$ cat src/rtl/ov7670_fb_write_ctrl.sv
// Frame-buffer write sequencer in the OV7670 pixel-clock domain: aligns capture to VSYNC,
// packs RGB565 byte pairs to RGB332 and issues one buffer write per pixel.
module ov7670_fb_write_ctrl #(
  parameter int IMG_W  = 176,
  parameter int IMG_H  = 120,
  parameter int ADDR_W = 15
) (
  input  logic              clk_W,
  input  logic              rst_n,
  input  logic              cam_vsync,
  input  logic              cam_href,
  input  logic [7:0]        cam_data,
  input  logic              cap_en,
  input  logic              snap,
  output logic [ADDR_W-1:0] w_addr,
  output logic [7:0]        w_data,
  output logic              w_en,
  output logic              busy,
  output logic              frame_done,
  output logic              sync_err
);

  localparam int COL_W = $clog2(IMG_W + 1);
  localparam int ROW_W = $clog2(IMG_H + 1);
  localparam logic [COL_W-1:0]  COL_MAX   = COL_W'(IMG_W);
  localparam logic [ROW_W-1:0]  ROW_MAX   = ROW_W'(IMG_H);
  localparam logic [ADDR_W-1:0] LINE_STEP = ADDR_W'(IMG_W);

  typedef enum logic [2:0] {IDLE, ARM, SYNC, CAPTURE, DONE} state_t;

  state_t            state, state_nxt;
  logic              vs_q, hr_q;
  logic [7:0]        d_q;
  logic [7:0]        b1;
  logic [7:0]        pix;
  logic [COL_W-1:0]  col;
  logic [ROW_W-1:0]  row;
  logic [ADDR_W-1:0] base;
  logic              byte_phase;
  logic              line_act;
  logic              snap_pend;
  logic              req;

  assign req = cap_en | snap | snap_pend;
  assign pix = {b1[7:5], b1[2:0], d_q[4:3]};

  always_ff @(posedge clk_W) begin
    if (!rst_n) begin
      vs_q <= 1'b0;
      hr_q <= 1'b0;
      d_q  <= 8'd0;
    end else begin
      vs_q <= cam_vsync;
      hr_q <= cam_href;
      d_q  <= cam_data;
    end
  end

  always_ff @(posedge clk_W) begin
    if (!rst_n) state <= IDLE;
    else        state <= state_nxt;
  end

  // DONE is entered on vs_q rising, so a follow-on frame skips ARM.
  always_comb begin
    state_nxt  = state;
    busy       = 1'b1;
    frame_done = 1'b0;
    case (state)
      IDLE: begin
        busy = 1'b0;
        if (req) state_nxt = ARM;
      end
      ARM:     if (vs_q)  state_nxt = SYNC;
      SYNC:    if (!vs_q) state_nxt = CAPTURE;
      CAPTURE: if (vs_q)  state_nxt = DONE;
      DONE: begin
        frame_done = 1'b1;
        state_nxt  = req ? SYNC : IDLE;
      end
      default: state_nxt = IDLE;
    endcase
  end

  always_ff @(posedge clk_W) begin
    if (!rst_n) begin
      snap_pend <= 1'b0;
    end else if ((state == IDLE && state_nxt == ARM) || (state == DONE && state_nxt == SYNC)) begin
      snap_pend <= 1'b0;
    end else if (snap && state != IDLE) begin
      snap_pend <= 1'b1;
    end
  end

  always_ff @(posedge clk_W) begin
    if (!rst_n) begin
      col        <= '0;
      row        <= '0;
      base       <= '0;
      byte_phase <= 1'b0;
      line_act   <= 1'b0;
      b1         <= 8'd0;
      w_en       <= 1'b0;
      w_addr     <= '0;
      w_data     <= 8'd0;
      sync_err   <= 1'b0;
    end else begin
      w_en <= 1'b0;
      case (state)
        SYNC: begin
          if (!vs_q) begin
            col        <= '0;
            row        <= '0;
            base       <= '0;
            byte_phase <= 1'b0;
            line_act   <= 1'b0;
            sync_err   <= 1'b0;
          end
        end
        CAPTURE: begin
          if (!vs_q) begin
            if (hr_q) begin
              line_act   <= 1'b1;
              byte_phase <= ~byte_phase;
              if (!byte_phase) begin
                b1 <= d_q;
              end else if (col < COL_MAX && row < ROW_MAX) begin
                w_en   <= 1'b1;
                w_data <= pix;
                w_addr <= base + ADDR_W'(col);
                col    <= col + COL_W'(1);
              end else begin
                sync_err <= 1'b1;
              end
            end else if (line_act) begin
              // End of a non-empty line; a dangling first byte is an odd-length line.
              line_act   <= 1'b0;
              col        <= '0;
              byte_phase <= 1'b0;
              if (byte_phase) sync_err <= 1'b1;
              if (row < ROW_MAX) begin
                row  <= row + ROW_W'(1);
                base <= base + LINE_STEP;
              end
            end
          end
        end
        default: ;
      endcase
    end
  end

endmodule

$ cat config.mk
export PLATFORM = sky130hd
export DESIGN_NAME = ov7670_fb_write_ctrl
export DESIGN_NICKNAME = d
export VERILOG_FILES = /design/src/rtl/ov7670_fb_write_ctrl.sv
export SDC_FILE = /design/constraint.sdc
export NUM_CORES = 1
export LEC_CHECK = 0
export CORE_MARGIN = 10
export CORE_UTILIZATION = 40
export CTS_BUF_LIST = sky130_fd_sc_hd__clkbuf_4
export DETAILED_ROUTE_END_ITERATION = 8
export PLACE_DENSITY = 0.65
export RECOVER_POWER = 50
export SYNTH_ARGS = -nofsm -noshare
export SYNTH_HDL_FRONTEND = slang
export SYNTH_SLANG_ARGS = --single-unit
$ cat constraint.sdc
create_clock -name clk_W -period 1.9 [get_ports clk_W]
set_input_delay 0.38 -clock clk_W [delete_from_list [all_inputs] [get_ports clk_W]]
set_output_delay 0.38 -clock clk_W [all_outputs]
set_load 0.1 [all_outputs]
Fig. 1: metal 2
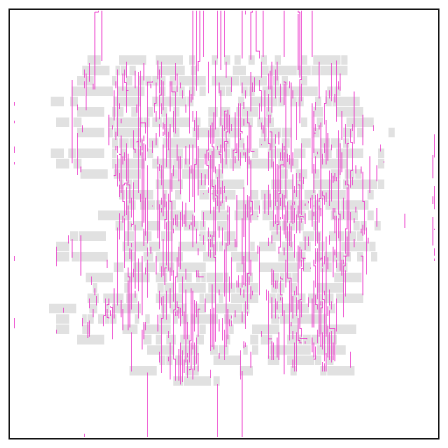
- wire length on this layer: 4030 um
- main direction: vertical
- nets with wire on the layer: 382
- share of all routed wire: 48%
WL final: 8390 um
GR Util met2: 0.217
vias post-DR: 3097

Fig. 2: sequential cells coloured by netlist name
Other sequential cells in the stronger grey, the rest of the logic in the fainter grey.
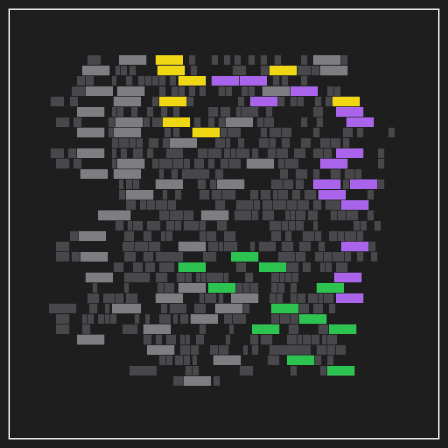
- w_addr: purple (sequential cells 15)
- w_data: yellow (sequential cells 8)
- base: green (sequential cells 11)
- not coloured: 39
seq pwr: 1.57 mW
Reg area: 0.00147 mm^2
fraction of area in registers: 0.358
Util after Layout: 0.496

Fig. 3: nets reached from selected ports
Scale bar: 20 um.
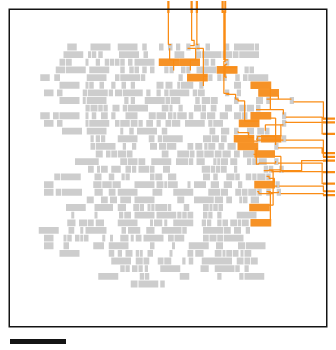
- w_addr: orange (bits 15; direction output; end cells 15; buffers 15; wire 497 um)
io pins: 41
IO Port Bufs: 40

through the flow:
step | setup WS, ns | area [um^2]
finish | 0.113 | 4100
global route | -0.0286 | 4100
CTS | 0.000737 | 4190
detailed placement | 0.108 | 4040
global placement | 0.140 | 4040
floorplan | 0.0507 | 3420
worst max path at each step:
| stage | startpoint | end | cells past startpoint |
|---|---|---|---|
| 2_1_floorplan | col[5] | w_addr[14] | 6 |
| 3_3_place_gp | base[7] | w_addr[14] | 5 |
| 3_5_place_dp | base[7] | w_addr[14] | 5 |
| 4_1_cts | state[0] | frame_done | 3 |
| 5_1_grt | col[5] | w_addr[12] | 5 |
| 6_report | col[5] | w_addr[14] | 5 |
layout make-up:
class	instances	area share
Clock buffer	10	0.0183
Inverter	6	0.00550
Clock inverter	6	0.0165
Antenna cell	1	0.000611
Tap cell	105	0.0321
Timing Repair Buffer	68	0.126
Sequential cell	73	0.358
Multi-Input combinational cell	289	0.443
synthesized netlist by cell type, types with 4 or more instances:
cell	number	area (um^2)
a211oi_1	8	60.1
a21oi_1	50	250
a311oi_1	4	35.0
and2_1	15	93.8
and3_1	4	25.0
buf_2	6	30.0
clkbuf_1	20	75.1
dfxtp_1	73	1460
ha_1	8	100
inv_1	6	22.5
mux2i_1	6	60.1
nand2_1	24	90.1
nand3_1	25	125
nand3b_1	5	37.5
nand4_1	10	62.6
nor2_1	12	45.0
nor3_1	6	30.0
o211ai_1	4	30.0
o21ai_0	35	175
o31ai_1	4	30.0
or3_1	16	100
or4_1	5	37.5
xnor2_1	6	52.6
sequential cells by signal (all words and copies together), names as in the netlist, 3 cells and up:
| name | count |
|---|---|
| w_addr | 15 |
| base | 11 |
| col | 8 |
| d_q | 8 |
| w_data | 8 |
| row | 7 |
| b1 | 6 |
| state | 3 |
==> results_dict.tcl <==
# flow metrics
set metrics [dict create \
    timing.hold.ws_ns 0.443 \
    synthXorXnorAreaFrac 0.0179 \
    ys_seq_frac 0.428 \
    dp.cells 538 \
    synth_chip_area_mm2 0.00342 \
    die_area_mm2 0.0126 \
    path_cells "ha_1, a21oi_1, o211a_1, or4_1, o2111a_1" \
    finClkSkew_ns 0.0137 \
    status "completed" \
    num-nets-final 469 \
    core_mm2 0.00826 \
    ys_sh_mux 0.0176 \
    pg_clk_mw 1.00 \
    cts_buffers 9 \
    antenna_found_initial 1 \
    htree_num_levels 3 \
    dp_hpwl_um 5970 \
    p_sw_uw 732 \
    cp-end-kind "register" \
    cts.path.max_buffers 2 \
    clk_latency_ns 0.44 \
    drtIter0Drc 120 \
    setup_violations 0 \
    tightestPinTransition_ns 0.814 \
    final_cell_mix "dfxtp_1, a21oi_1, o21ai_0" \
    rows 33 \
    min_to "b1[6]" \
    min_from "d_q[6]" \
    crit_buf_inv 0 \
    warnings 26 \
    clkPwrFrac 0.359 \
    worstSetupPathType "reg2reg" \
    powerDensity_mw_per_mm2 682 \
    die_w_um 112 \
    grt_use_met1 0.157 \
    tns_ns 0 \
    min_path_cells 2 \
    gp_congestion 0.869 \
    slowest_delay_ns 0.52 \
    area_growth_pct 19.9 \
    clk_pin_slew_worst_paths_ns 0.12 \
    timing.final.crit_share 0.940 \
    drc 0 \
    reg2reg_depth 5 \
    fin_crit_ns 1.79 \
    cts_setup_buffers 0 \
    dieHeight_um 112 \
    cp-start-kind "register" \
    met3_usage 0.0298 \
    synthSimpleGateAreaFrac 0.225 \
    cts.sinks 73 \
    layout.area.comb_mm2 0.00182 \
    overflow 0 \
    grt_max_degree 38 \
    instances_no_fill 558 \
    top_usage_layer "met2" \
    final_hold_viol_count 0 \
    cp.arrival_ns 2.13 \
    ctsHoldBuffers 0 \
    clockRootBuffer "clkbuf_4" \
    fmax_mhz 560 \
    swShare 0.262 \
    avgSynthCellArea_um2 8.59 \
    edf_count 0 \
    regToRegStartpoint "col[5]" \
    critical-path-top-delay-family "simple AND/OR/NAND/NOR gates" \
    hold_path.class "reg2reg" \
    ys_cells 398 \
    grtUsageTotal 0.130 \
    ys_ff 73 \
    postRouteAntennaNets 0 \
    slew_violations 0 \
    slowest_stage "or4_1" \
    aoi_share 0.237 \
    async_flop_share 0 \
    seqPwrFrac 0.561 \
    pg_comb_uw 221 \
    fillCellCount 824 \
    ir_drop_uv 280 \
    cts_resized 3 \
    netlist_area_mm2 0.00342 \
    lay_top_count "dfxtp_1" \
    path_max_fanout 6 \
    drive_gt1_frac 0.179 \
    floorplan.nets 420 \
    top_power_group "sequential cells" \
    logic_family "AND-OR/OR-AND gates" \
    finalPower_mw 2.80 \
    maxCapViolations 0 \
    max-slew-margin-rel 0.457 \
    leakagePower_nw 1.48 \
    wl_met3_um 339 \
    r2r-end "w_addr[14]" \
    viasPerCell 5.55 \
    synth_cells 398 \
    p_int_mw 2.06 \
    rrSetupSlack_ns 0.11 \
    adder_share 0.0293 \
    cts_tree "yes" \
    synth-main-ff-cell "dfxtp_1" \
    synth_cell_types 57 \
    grt_pass1_vias 2891 \
    fp_util 0.414 \
    met2WireLength_um 4030 \
    power_frac_comb 0.079 \
    top_layer_used "met4" \
    wl_met1_um 3900 \
    drtPass1Iterations 5 \
    synth_warnings 0 \
    grt_pass1_wl_um 13900 \
    cp.required_ns 2.25 \
    post_drt_wl_per_cell_um 15.0 \
]
No activity file was given, so power comes from the tool's default toggle rates.
